$ cat config.mk
export PLATFORM = sky130hd
export DESIGN_NAME = mips_mc_control
export DESIGN_NICKNAME = d
export VERILOG_FILES = /design/src/rtl/mips_ctrl_pkg.sv /design/src/rtl/mips_ctrl_outdec.sv /design/src/rtl/mips_mc_control.sv
export SDC_FILE = /design/constraint.sdc
export NUM_CORES = 1
export LEC_CHECK = 0
export ABC_AREA = 1
export CAP_MARGIN = 30
export CORE_MARGIN = 10
export CORE_UTILIZATION = 36
export DETAILED_ROUTE_END_ITERATION = 8
export PLACE_DENSITY = 0.79
export SYNTH_ARGS = -nofsm -noshare
export SYNTH_HDL_FRONTEND = slang
export SYNTH_SLANG_ARGS = --single-unit
export TNS_END_PERCENT = 30
$ cat constraint.sdc
create_clock -name clk -period 1.6 [get_ports clk]
set_input_delay 0.32 -clock clk [delete_from_list [all_inputs] [get_ports clk]]
set_output_delay 0.32 -clock clk [all_outputs]
set_load 0.01 [all_outputs]
$ cat src/rtl/mips_ctrl_pkg.sv
// mips_ctrl_pkg
// Shared definitions for the multicycle MIPS main control and the ALU control
// decoder: opcode values, ALUOp / PCSource / ALUSrcB select encodings, the
// controller state enum and the bundle of datapath control outputs.
package mips_ctrl_pkg;

  // Opcodes (instruction bits [31:26]) understood by the controller
  localparam logic [5:0] OP_RTYPE = 6'b000000;
  localparam logic [5:0] OP_LW    = 6'b100011;
  localparam logic [5:0] OP_SW    = 6'b101011;
  localparam logic [5:0] OP_BEQ   = 6'b000100;
  localparam logic [5:0] OP_J     = 6'b000010;
  localparam logic [5:0] OP_ADDI  = 6'b001000;

  // ALUOp: shared with the ALU control decoder
  localparam logic [1:0] ALUOP_ADD   = 2'b00;
  localparam logic [1:0] ALUOP_SUB   = 2'b01;
  localparam logic [1:0] ALUOP_FUNCT = 2'b10;

  // PCSource mux selects
  localparam logic [1:0] PCSRC_ALU    = 2'b00;
  localparam logic [1:0] PCSRC_ALUOUT = 2'b01;
  localparam logic [1:0] PCSRC_JUMP   = 2'b10;

  // ALUSrcB mux selects
  localparam logic [1:0] SRCB_REGB     = 2'b00;
  localparam logic [1:0] SRCB_FOUR     = 2'b01;
  localparam logic [1:0] SRCB_IMM      = 2'b10;
  localparam logic [1:0] SRCB_IMM_SHL2 = 2'b11;

  // Controller states; the encoding is visible on the debug state port
  typedef enum logic [3:0] {
    S_IDLE   = 4'd0,
    S_FETCH  = 4'd1,
    S_DECODE = 4'd2,
    S_MEMADR = 4'd3,
    S_MEMRD  = 4'd4,
    S_MEMWB  = 4'd5,
    S_MEMWR  = 4'd6,
    S_EXEC   = 4'd7,
    S_RWB    = 4'd8,
    S_BRANCH = 4'd9,
    S_JUMP   = 4'd10,
    S_ADDIEX = 4'd11,
    S_ADDIWB = 4'd12
  } state_t;

  // Datapath control bundle produced by the output decoder
  typedef struct packed {
    logic       pc_write;
    logic       pc_write_cond;
    logic       iord;
    logic       mem_read;
    logic       mem_write;
    logic       mem_to_reg;
    logic       ir_write;
    logic       reg_write;
    logic       reg_dst;
    logic       alu_src_a;
    logic [1:0] pc_source;
    logic [1:0] alu_src_b;
    logic [1:0] alu_op;
    logic       instr_done;
  } ctrl_t;

  // True for the opcodes DECODE can dispatch
  function automatic logic op_supported(input logic [5:0] op);
    return (op == OP_RTYPE) || (op == OP_LW) || (op == OP_SW) ||
           (op == OP_BEQ)   || (op == OP_J)  || (op == OP_ADDI);
  endfunction

endpackage

$ cat src/rtl/mips_ctrl_outdec.sv
// mips_ctrl_outdec
// Combinational decode of the controller state into datapath controls.
// Ports:
//   state     in  state_t : current controller state
//   mem_ready in  1       : memory completes the current access this cycle
//   ctrl      out ctrl_t  : all datapath enables / selects plus instr_done
module mips_ctrl_outdec
  import mips_ctrl_pkg::*;
(
  input  state_t     state,
  input  logic       mem_ready,
  output ctrl_t      ctrl
);

  // Every control defaults to zero; each state raises only what it needs.
  // The memory-handshake states also look at mem_ready so the IR/PC update
  // and the store retirement happen exactly in the completing cycle.
  always_comb begin
    ctrl = '0;
    unique case (state)
      S_FETCH: begin
        ctrl.mem_read  = 1'b1;
        ctrl.alu_src_b = SRCB_FOUR;
        ctrl.alu_op    = ALUOP_ADD;
        ctrl.ir_write  = mem_ready;
        ctrl.pc_write  = mem_ready;
      end
      S_DECODE: begin
        ctrl.alu_src_b = SRCB_IMM_SHL2;
        ctrl.alu_op    = ALUOP_ADD;
      end
      S_MEMADR, S_ADDIEX: begin
        ctrl.alu_src_a = 1'b1;
        ctrl.alu_src_b = SRCB_IMM;
        ctrl.alu_op    = ALUOP_ADD;
      end
      S_MEMRD: begin
        ctrl.mem_read = 1'b1;
        ctrl.iord     = 1'b1;
      end
      S_MEMWB: begin
        ctrl.reg_write  = 1'b1;
        ctrl.mem_to_reg = 1'b1;
        ctrl.instr_done = 1'b1;
      end
      S_MEMWR: begin
        ctrl.mem_write  = 1'b1;
        ctrl.iord       = 1'b1;
        ctrl.instr_done = mem_ready;
      end
      S_EXEC: begin
        ctrl.alu_src_a = 1'b1;
        ctrl.alu_src_b = SRCB_REGB;
        ctrl.alu_op    = ALUOP_FUNCT;
      end
      S_RWB: begin
        ctrl.reg_write  = 1'b1;
        ctrl.reg_dst    = 1'b1;
        ctrl.instr_done = 1'b1;
      end
      S_BRANCH: begin
        ctrl.alu_src_a     = 1'b1;
        ctrl.alu_op        = ALUOP_SUB;
        ctrl.pc_write_cond = 1'b1;
        ctrl.pc_source     = PCSRC_ALUOUT;
        ctrl.instr_done    = 1'b1;
      end
      S_JUMP: begin
        ctrl.pc_write   = 1'b1;
        ctrl.pc_source  = PCSRC_JUMP;
        ctrl.instr_done = 1'b1;
      end
      S_ADDIWB: begin
        ctrl.reg_write  = 1'b1;
        ctrl.instr_done = 1'b1;
      end
      default: ctrl = '0;
    endcase
  end

endmodule

$ cat src/rtl/mips_mc_control.sv
// mips_mc_control
// Multicycle MIPS main control unit: steps each instruction through
// fetch / decode / execute / memory / write-back and drives the datapath.
// Ports:
//   clk, reset       : clock (rising edge), async active-high reset
//   opcode     in 6  : IR[31:26], meaningful in DECODE and MEMADR
//   mem_ready  in 1  : memory access completes this cycle
//   PCWrite .. ALUSrcA, PCSource, ALUSrcB, ALUOp : datapath controls
//   instr_done out 1 : pulse in the last cycle of a retired instruction
//   illegal_op out 1 : pulse when DECODE sees an unsupported opcode
//   state      out 4 : current state encoding (debug)
module mips_mc_control
  import mips_ctrl_pkg::*;
(
  input  logic       clk,
  input  logic       reset,
  input  logic [5:0] opcode,
  input  logic       mem_ready,
  output logic       PCWrite,
  output logic       PCWriteCond,
  output logic       IorD,
  output logic       MemRead,
  output logic       MemWrite,
  output logic       MemtoReg,
  output logic       IRWrite,
  output logic       RegWrite,
  output logic       RegDst,
  output logic       ALUSrcA,
  output logic [1:0] PCSource,
  output logic [1:0] ALUSrcB,
  output logic [1:0] ALUOp,
  output logic       instr_done,
  output logic       illegal_op,
  output logic [3:0] state
);

  state_t state_q;
  state_t state_d;
  ctrl_t  ctrl;

  // State register; reset forces IDLE immediately, aborting any instruction
  always_ff @(posedge clk or posedge reset) begin
    if (reset) begin
      state_q <= S_IDLE;
    end else begin
      state_q <= state_d;
    end
  end

  // Next-state logic. Unsupported opcodes and the unused encodings 13-15
  // fall back to FETCH so the controller always recovers.
  always_comb begin
    state_d = state_q;
    unique case (state_q)
      S_IDLE:   state_d = S_FETCH;
      S_FETCH:  state_d = mem_ready ? S_DECODE : S_FETCH;
      S_DECODE: begin
        unique case (opcode)
          OP_LW, OP_SW: state_d = S_MEMADR;
          OP_RTYPE:     state_d = S_EXEC;
          OP_BEQ:       state_d = S_BRANCH;
          OP_J:         state_d = S_JUMP;
          OP_ADDI:      state_d = S_ADDIEX;
          default:      state_d = S_FETCH;
        endcase
      end
      S_MEMADR: state_d = (opcode == OP_LW) ? S_MEMRD : S_MEMWR;
      S_MEMRD:  state_d = mem_ready ? S_MEMWB : S_MEMRD;
      S_MEMWR:  state_d = mem_ready ? S_FETCH : S_MEMWR;
      S_EXEC:   state_d = S_RWB;
      S_ADDIEX: state_d = S_ADDIWB;
      S_MEMWB, S_RWB, S_BRANCH, S_JUMP, S_ADDIWB: state_d = S_FETCH;
      default:  state_d = S_FETCH;
    endcase
  end

  mips_ctrl_outdec u_outdec (
    .state     (state_q),
    .mem_ready (mem_ready),
    .ctrl      (ctrl)
  );

  // Output stage: unpack the decoded bundle and flag illegal opcodes
  always_comb begin
    PCWrite     = ctrl.pc_write;
    PCWriteCond = ctrl.pc_write_cond;
    IorD        = ctrl.iord;
    MemRead     = ctrl.mem_read;
    MemWrite    = ctrl.mem_write;
    MemtoReg    = ctrl.mem_to_reg;
    IRWrite     = ctrl.ir_write;
    RegWrite    = ctrl.reg_write;
    RegDst      = ctrl.reg_dst;
    ALUSrcA     = ctrl.alu_src_a;
    PCSource    = ctrl.pc_source;
    ALUSrcB     = ctrl.alu_src_b;
    ALUOp       = ctrl.alu_op;
    instr_done  = ctrl.instr_done;
    illegal_op  = (state_q == S_DECODE) && !op_supported(opcode);
    state       = state_q;
  end

endmodule

### Power grid

The bar under the picture is 20 microns long. Pins as bars on the die edge.
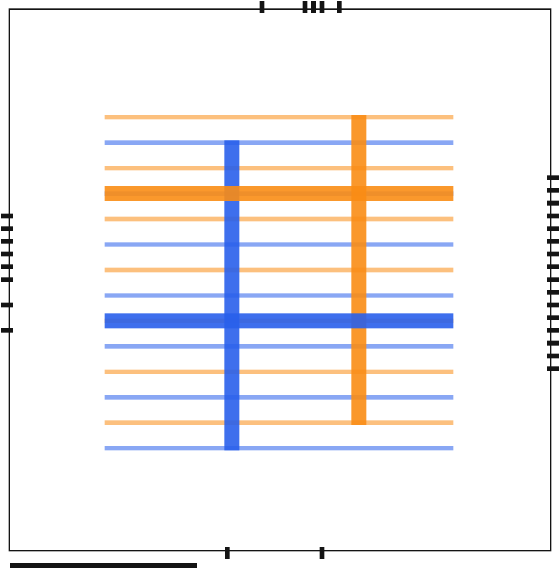
[orange] VDD
[blue] VSS
rows: 13
met5 straps: 2
met1 rails: 14
signal pins: 31
met4 straps: 2

### Cells colored by class

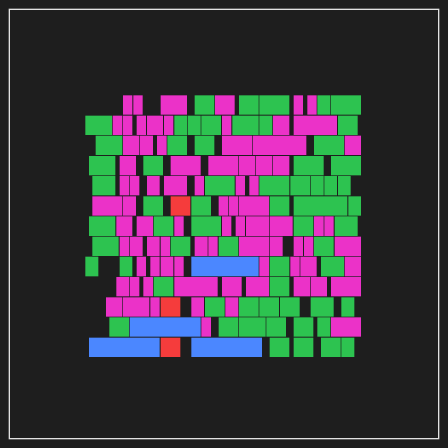
[red] cells driving clock nets | cells: 3 | share of their area: 2.0%
[green] other buffers and delay cells | cells: 63 | share of their area: 44%
[magenta] all other logic | cells: 82 | share of their area: 45%
[blue] flip-flops | cells: 4 | share of their area: 9.1%

==> results.txt <==
Implementation results.

The highest layer used for signal routing is met4. The last timing report of the flow puts the setup violation total at 14. The number of placed cells counting well taps is 156.

For reference, the placement row count at floorplan is 13. Once the floorplan was initialized, standard cells occupied 38.8% of the core. The multi-input combinational cell area is 432 sq um. The via count of the first global-routing pass is 887. Per the layout report, the design carries 18 non-clock inverters. Across all layers, the routed design uses 854 vias.

The total chip power is 0.00184 W. On the final layout, the worst hold slack is 0.269 ns. 64 cells are multi-input combinational gates. In the final timing run, aggregate negative setup slack is -0.795 ns.

Counting the buffers created by CTS gives 3. The library cell used most frequently in the layout, excluding fill and tap cells, is buf_4. Setup repair after global routing could not meet its margin everywhere. The count of buffer and inverter cells on the critical path is 3.

Once placement finished, the instance area stood at 1000 sq um. The initial antenna violation count is 0. After layout the clock buffers and inverters come to 1.95% of cell area.

The setup fix buffers added after clock tree synthesis is 7. Per the final layout report, the fraction of cells sized above drive strength 1 comes to 59.2%. The floorplan die area is 3330 sq um. The total non-filler cell area in the finished layout is 1160 sq um.

The via-per-instance ratio is 5.11. In this run the layout overhead on the synthesized area is reported as 126%. The horizontal die size is 57.7 microns. Data on the critical path arrives at its endpoint at 1.40 ns.

The yosys stat chip area is 512 sq um. The routed metal-1 wire length is 947 microns. When the netlist entered floorplanning its net count stood at 97. The number of standard cells in the layout, taps in and fillers out is 167. Entering global routing, the biggest net connects 7 pins. The average cell area after synthesis is 5.82 sq um.

The run finished, with violations left. The yosys synthesis warning count is 0. The tally of buffers added on design ports is 30. The area of the core is 1320 sq um. The script parses the final routing iteration and logs DRC violations as 0. The sequential share of cell area is 8.97%. The worst setup slack after layout is -0.119 ns. Endpoints failing hold in the final report were tallied at 0. The final reports fail on setup timing. Max fanout on the critical path was recorded as 3. The number of max-slew violations in the final report is 0.
### Clock network drawn from the DEF

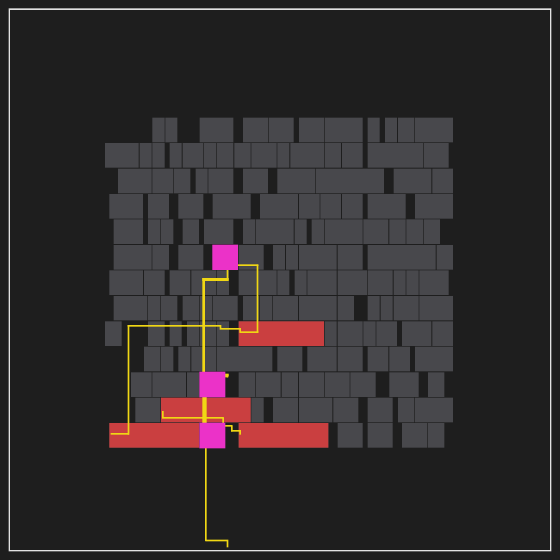
[magenta] cells driving clock nets | count: 3
[red] flip-flops | count: 4
[yellow] clock wires | length: 98.3 microns
flops lie: south
routed clock nets: 4

### Routed metal, one color a layer

The bar under the picture is 20 microns long.
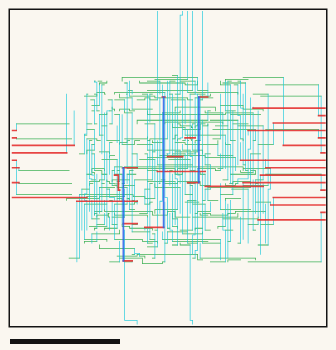
[green] met1 | wire length: 948 microns
[blue] met4 | wire length: 56.4 microns
[cyan] met2 | wire length: 1390 microns
[red] met3 | wire length: 225 microns

[power by group]
part | switching, W | internal (W)
clock | 0.0000528 | 0.0000847
combinational | 0.000768 | 0.000730
sequential | 0.0000604 | 0.000145
[synthesized netlist by cell type]
| cell | number | area (sq um) |
|---|---|---|
| nand4_1 | 3 | 18.8 |
| inv_2 | 2 | 7.51 |
| buf_4 | 2 | 15.0 |
| nand2_1 | 19 | 71.3 |
| nor3_1 | 1 | 5.00 |
| o21ai_2 | 1 | 8.76 |
| or2_2 | 1 | 6.26 |
| o21a_1 | 1 | 7.51 |
| clkinv_1 | 1 | 3.75 |
| nor2_1 | 15 | 56.3 |
| nor2_2 | 2 | 12.5 |
| inv_1 | 15 | 56.3 |
| o21ai_0 | 2 | 10.0 |
| nor3_4 | 1 | 16.3 |
| o21ai_1 | 1 | 5.00 |
| a21oi_2 | 1 | 8.76 |
| nor2_4 | 1 | 11.3 |
| dfrtp_1 | 4 | 100 |
| nand3_1 | 10 | 50.1 |
| nand2_4 | 1 | 11.3 |
| nand2_2 | 2 | 12.5 |
| nand3b_1 | 1 | 7.51 |
| nor3_2 | 1 | 10.0 |
[final timing paths]
kind                                            to  slack, ns  cells past startpoint          startpoint
worst max-delay path                    instr_done      -0.12                      7  state[0]$_DFF_PP0_
worst min-delay path            state[0]$_DFF_PP0_       0.27                      2               reset
worst max register to register  state[0]$_DFF_PP0_       0.23                      8  state[2]$_DFF_PP0_
worst min register to register  state[1]$_DFF_PP0_       0.85                      4  state[3]$_DFF_PP0_
max in group asynchronous       state[3]$_DFF_PP0_       1.15                      2               reset
min in group clk                state[2]$_DFF_PP0_       0.62                      4           opcode[5]
[logic make-up after synthesis]
group	synth area share, %
and+or+nand+nor	56.5
buffers and inverters	16.1
AOI/OAI and AO/OA	7.82
DFF	19.6
Power and IR drop assume default switching activity.
